--- config.mk ---
export PLATFORM = sky130hd
export DESIGN_NAME = dm_port_arbiter
export DESIGN_NICKNAME = d
export VERILOG_FILES = /design/src/rtl/dm_port_arbiter.sv
export SDC_FILE = /design/constraint.sdc
export NUM_CORES = 1
export LEC_CHECK = 0
export CORE_AREA = 2 2 110 112
export DETAILED_ROUTE_END_ITERATION = 8
export DIE_AREA = 0 0 112 114
export GPL_TIMING_DRIVEN = 0
export PLACE_DENSITY = 0.55
export SLEW_MARGIN = 10
export SYNTH_ARGS = -nofsm -noshare
export SYNTH_HDL_FRONTEND = slang
export SYNTH_SLANG_ARGS = --single-unit
--- constraint.sdc ---
create_clock -name clk -period 2.53 [get_ports clk]
set_input_delay 0.253 -clock clk [delete_from_list [all_inputs] [get_ports clk]]
set_output_delay 0.253 -clock clk [all_outputs]
set_load 0.05 [all_outputs]
--- src/rtl/dm_port_arbiter.sv ---
// Two-master arbiter for the single MMU data-memory port: core load/store (C) has priority,
// DMA/debug loader (D) is forced through after a bounded C streak. One-cycle response routing.

package dm_port_arbiter_pkg;

   localparam int unsigned ADDR_W = 32;
   localparam int unsigned DATA_W = 32;
   localparam int unsigned BE_W   = 4;

   // One data-memory access as presented to the MMU
   typedef struct packed {
      logic              we;
      logic [ADDR_W-1:0] addr;
      logic [DATA_W-1:0] wdata;
      logic [BE_W-1:0]   be;
      logic              is_signed;
   } dm_req_t;

   localparam dm_req_t DM_REQ_IDLE = '0;

endpackage

module dm_port_arbiter
   import dm_port_arbiter_pkg::*;
#(
   parameter int unsigned STARVE_LIMIT = 4,
   parameter int unsigned CNT_W        = 8
) (
   input  logic              clk,
   input  logic              resetb,

   input  logic              c_req,
   input  logic              c_we,
   input  logic [ADDR_W-1:0] c_addr,
   input  logic [DATA_W-1:0] c_wdata,
   input  logic [BE_W-1:0]   c_be,
   input  logic              c_signed,
   output logic              c_gnt,
   output logic              c_rvalid,

   input  logic              d_req,
   input  logic              d_we,
   input  logic [ADDR_W-1:0] d_addr,
   input  logic [DATA_W-1:0] d_wdata,
   input  logic [BE_W-1:0]   d_be,
   input  logic              d_signed,
   output logic              d_gnt,
   output logic              d_rvalid,

   output logic [DATA_W-1:0] rdata,

   output logic [ADDR_W-1:0] mmu_dm_addr,
   output logic [DATA_W-1:0] mmu_dm_di,
   output logic              mmu_dm_we,
   output logic [BE_W-1:0]   mmu_dm_be,
   output logic              mmu_signed,
   input  logic [DATA_W-1:0] mmu_dm_do
);

   localparam logic [CNT_W-1:0] LIMIT = CNT_W'(STARVE_LIMIT);
   localparam logic [CNT_W-1:0] ONE   = CNT_W'(1);

   dm_req_t          c_fields;
   dm_req_t          d_fields;
   dm_req_t          mmu_req;
   logic [CNT_W-1:0] starve_cnt;
   logic [CNT_W-1:0] starve_nxt;
   logic [1:0]       resp_sel;
   logic [1:0]       resp_nxt;

   assign c_fields = '{we: c_we, addr: c_addr, wdata: c_wdata, be: c_be, is_signed: c_signed};
   assign d_fields = '{we: d_we, addr: d_addr, wdata: d_wdata, be: d_be, is_signed: d_signed};

   // Grant: C wins contention unless D has waited STARVE_LIMIT C grants
   always_comb begin
      c_gnt = 1'b0;
      d_gnt = 1'b0;
      if (c_req && d_req) begin
         if (starve_cnt == LIMIT) begin
            d_gnt = 1'b1;
         end else begin
            c_gnt = 1'b1;
         end
      end else begin
         c_gnt = c_req;
         d_gnt = d_req;
      end
   end

   // MMU request mux; idle fields when nobody is granted
   always_comb begin
      mmu_req = DM_REQ_IDLE;
      if (c_gnt) begin
         mmu_req = c_fields;
      end else if (d_gnt) begin
         mmu_req = d_fields;
      end
   end

   assign mmu_dm_we   = mmu_req.we;
   assign mmu_dm_addr = mmu_req.addr;
   assign mmu_dm_di   = mmu_req.wdata;
   assign mmu_dm_be   = mmu_req.be;
   assign mmu_signed  = mmu_req.is_signed;

   // Starvation counter: counts C grants while D waits, saturating at the limit
   always_comb begin
      starve_nxt = starve_cnt;
      if (!d_req || d_gnt) begin
         starve_nxt = '0;
      end else if (c_gnt && (starve_cnt < LIMIT)) begin
         starve_nxt = starve_cnt + ONE;
      end
   end

   assign resp_nxt = {d_req && d_gnt, c_req && c_gnt};

   always_ff @(posedge clk or negedge resetb) begin
      if (!resetb) begin
         starve_cnt <= '0;
         resp_sel   <= 2'b00;
      end else begin
         starve_cnt <= starve_nxt;
         resp_sel   <= resp_nxt;
      end
   end

   // Response owner is the previous cycle's transfer; MMU read data passes straight through
   assign c_rvalid = resp_sel[0];
   assign d_rvalid = resp_sel[1];
   assign rdata    = mmu_dm_do;

endmodule
Figure 1. Placement by cell class (run 1).
(3 px per µm) Fill, decap, tap and diode cells in grey.
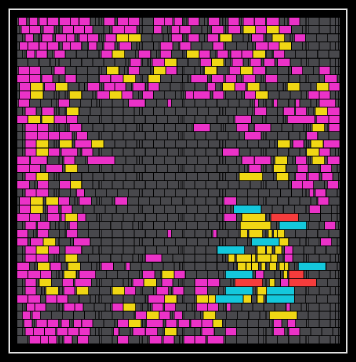
| class | colour | cells | share of their area |
|---|---|---|---|
| remaining buffers and delay cells | magenta | 315 | 69% |
| combinational and other logic | yellow | 102 | 23% |
| sequential cells | cyan | 10 | 5.4% |
| clock drivers and dummy loads | red | 4 | 1.9% |

Figure 2. Routed clock nets over the placement (run 1).
(4 px per µm)
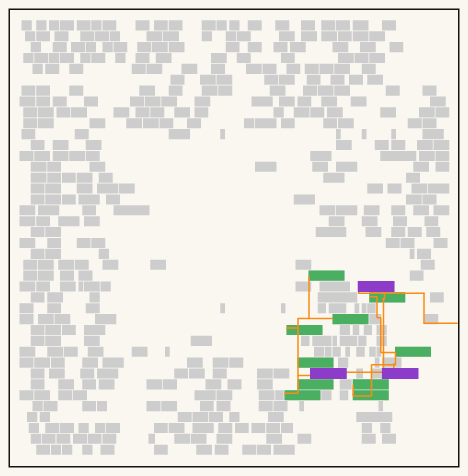
[clock wires] orange | length: 179 µm
[flip-flops] green | count: 10
[clock drivers] purple | count: 3
flops lie: south-east

Figure 3. Nets reached from selected ports (run 1).
(3 px per µm)
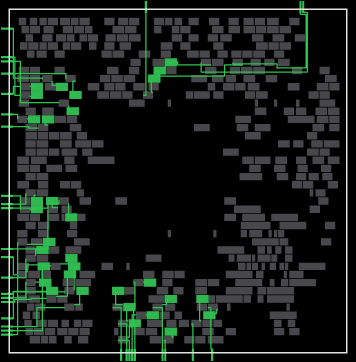
| port | colour | bits | direction | edge | end cells | buffers | wire |
|---|---|---|---|---|---|---|---|
| c_addr | green | 32 | input | 20 west, 9 south, 3 north | 32 | 32 | 776 µm |

==> run 1: repair_timing <==
action / 4_1_cts / 5_1_grt
buffers inserted: 6 / 1
setup endpoints to repair: 72 / 71
resized: 527 / 23
pin swaps: 11 / 9
gates cloned: 2 / 3
==> run 1: cells in the final DEF (no fill, tap or decap), types with 2 or more instances in the layout <==
cell type and count:
sky130_fd_sc_hd__clkdlybuf4s50_1 175, sky130_fd_sc_hd__a32o_2 69, sky130_fd_sc_hd__buf_6 62, sky130_fd_sc_hd__buf_4 41, sky130_fd_sc_hd__buf_8 23, sky130_fd_sc_hd__clkbuf_1 11, sky130_fd_sc_hd__dfrtp_1 10, sky130_fd_sc_hd__clkbuf_16 5
sky130_fd_sc_hd__nand4_1 3, sky130_fd_sc_hd__a21oi_1 3, sky130_fd_sc_hd__and3_1 3, sky130_fd_sc_hd__nand2_1 2, sky130_fd_sc_hd__o41a_4 2, sky130_fd_sc_hd__inv_1 2, sky130_fd_sc_hd__and3_2 2, sky130_fd_sc_hd__o41ai_1 2
==> run 1: stage by stage <==
stage	instance area [µm²]	utilization
2_1_floorplan	1670	-
3_3_place_gp	4330	0.370
5_1_grt	4790	0.409
4_1_cts	4640	0.396
3_5_place_dp	4330	0.370
6_report	4790	0.409
==> run 1: registers in the layout (all words and copies together) (netlist names) <==
signal / cells
resp_sel: 2
starve_cnt: 8
==> run 1: logic make-up (layout without fill, tap and decap cells) <==
logic type	count (synthesis)	in the layout	synth area share
AND-OR/OR-AND	79	80	0.500
adder cells (fa/ha/maj)	2	2	0.0158
buffers and inverters	61	322	0.259
flip-flops	10	10	0.158
AND/OR/NAND/NOR	17	17	0.0678
==> run notes, run 1 <==
Latest figures from synthesis and place and route.

The number of antenna violations at the first check in global routing came to 0. The number of fill cells is 1187. The die extent in x is 112 µm. The total power divided by cell area is 354 nW/µm². The repair_antennas step left the layout with diodes totalling 0. The clock tree has to reach 10 sinks.

The count of cells in the finished layout, fillers not included, comes to 578. The share of the core area taken by cells at floorplan is 0.136. The flow ran to the end, but the final reports show violations. The share of cells above drive strength 1 is 0.492. Setup repair after global routing could not meet its margin everywhere. Entering global routing, the biggest net connects 11 pins. Sorting the synthesized cells by area gives the leading types as sky130_fd_sc_hd__a32o_1, sky130_fd_sc_hd__dfrtp_1, sky130_fd_sc_hd__buf_4, sky130_fd_sc_hd__buf_6, sky130_fd_sc_hd__clkbuf_1. For the worst flop-to-flop path, the logic depth is 7. Listed in order, past its start point the critical path passes inv_2 -> ha_4 -> or4b_4 -> o41a_4 -> buf_4 -> a32o_2 -> buf_8. The worst setup path is captured at an output pin.

The critical path in the final layout is reported with a setup slack of -0.0994 ns. VDD sags by at most 386 µV. The cell-internal power is 984 µW. The number of pins exceeding their max-slew limit in the final report is 0. The checks that failed: setup timing. STA lists the maximum fanout along the critical path as 10.

The total number of tap cells is 147. The number of I/O pins is 282. The placer congestion estimate is 0.766.

The total setup violations reported at the end of the flow is 70. In this run, synthesis produced a sequential element count of 10. The largest power group is combinational cells. Signal routing reaches up to met4.
==> run 1 -> run 2 <==
Settings changed: SLEW_MARGIN 10 to not set.
Figure 4. Routed clock nets over the placement (run 2).
(4 px per µm)
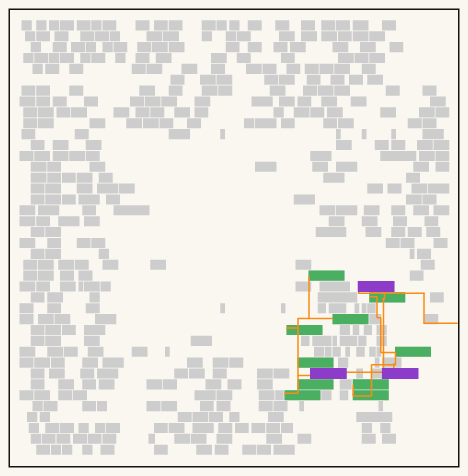
[flip-flops] green | count: 10
[clock drivers] purple | count: 3
[clock wires] orange | length: 179 µm
routed clock nets: 4

==> run 2 against run 1 <==
Compared with the run above: the flow still finishes with violations (setup timing); global-route usage did not move; clock-buffer cell count did not move; sequential cell count did not move; core utilization did not move; worst hold slack did not move; wire length did not move; sequential share of layout area did not move; clock power barely moved; largest cell class unchanged; largest power group unchanged; highest routed layer unchanged.
==> run notes, run 2 <==
Latest figures from synthesis and place and route.

Per the cell usage report, the commonest logic cells after layout are sky130_fd_sc_hd__clkdlybuf4s50_1, sky130_fd_sc_hd__a32o_2, sky130_fd_sc_hd__buf_6. The checks that failed: setup timing. The number of pins exceeding their max-slew limit in the final report is 0. Setup repair after global routing could not meet its margin everywhere.

The worst setup path is captured at an output pin. In this run the horizontal extent of the chip is 112 µm. The pin count of the biggest net entering global routing is 11.

The total setup violations reported at the end of the flow is 70. The number of antenna diodes in the final layout is 0. Looking at the critical path, the highest net fanout was 10.

The fraction of the core area covered by cells at the end of the flow is 0.409. The run finished, with violations left. Synthesis inferred 10 register bits.

In this run the VDD rail shows a maximum IR drop of 386 µV. The compound-cell area share of the yosys netlist is 0.500. In this run the power density over the cells is 354 nW/µm². The post-layout worst setup margin is -0.0994 ns. The register with the most flip-flops in the layout has 8 of them. The share of cells above drive strength 1 is 0.492. The register with the most flip-flops is starve_cnt. The starting utilization of the core area is 0.136.
## run 2: cell families after synthesis
| group | Yosys count |
|---|---|
| compound gates | 79 |
| fa+ha+maj | 2 |
| buf+inv | 61 |
| flops | 10 |
| simple gates | 17 |
## run 2: worst max-delay path, cell delays in order, from the launching register on
cell,delay [ns]
sky130_fd_sc_hd__dfrtp_1,0.39
sky130_fd_sc_hd__inv_2,0.09
sky130_fd_sc_hd__ha_4,0.14
sky130_fd_sc_hd__or4b_4,0.51
sky130_fd_sc_hd__o41a_4,0.42
sky130_fd_sc_hd__buf_4,0.19
sky130_fd_sc_hd__a32o_2,0.24
sky130_fd_sc_hd__buf_8,0.15
## run 2: what timing repair did
action	CTS	global route
gates resized	527	23
setup endpoints to repair	72	71
setup buffers	6	1
gates cloned	2	3
pin swaps	11	9
## run 2: layout make-up
class / count / share of cell area
Sequential cell: 10 / 0.0522
Clock buffer: 4 / 0.0185
Inverter: 3 / 0.00235
Timing Repair Buffer: 258 / 0.575
Tap cell: 147 / 0.0384
Multi-Input combinational cell: 99 / 0.221
Buffer: 57 / 0.0925
## run 2: routing by layer
layer / wire length [µm] / track usage
met3: 877 / 0.0430
met1: 3980 / 0.172
met2: 5360 / 0.261
met5: 0 / 0
met4: 83 / 0.0130
## run 2: report_power, final
part / internal [mW] / switching [mW] / total [mW]
logic: 0.582 / 0.635 / 1.22
clock network: 0.238 / 0.0746 / 0.312
registers: 0.164 / 0.00151 / 0.165
## run 2: stage by stage
stage | std cells | setup TNS, ns
floorplan | 169 | -0.0314
global placement | 563 | -62.73
detailed placement | 563 | -65.15
CTS | 574 | -11.29
global route | 578 | -10.32
finish | 578 | -5.65
Power is estimated from default activity; no workload was simulated.
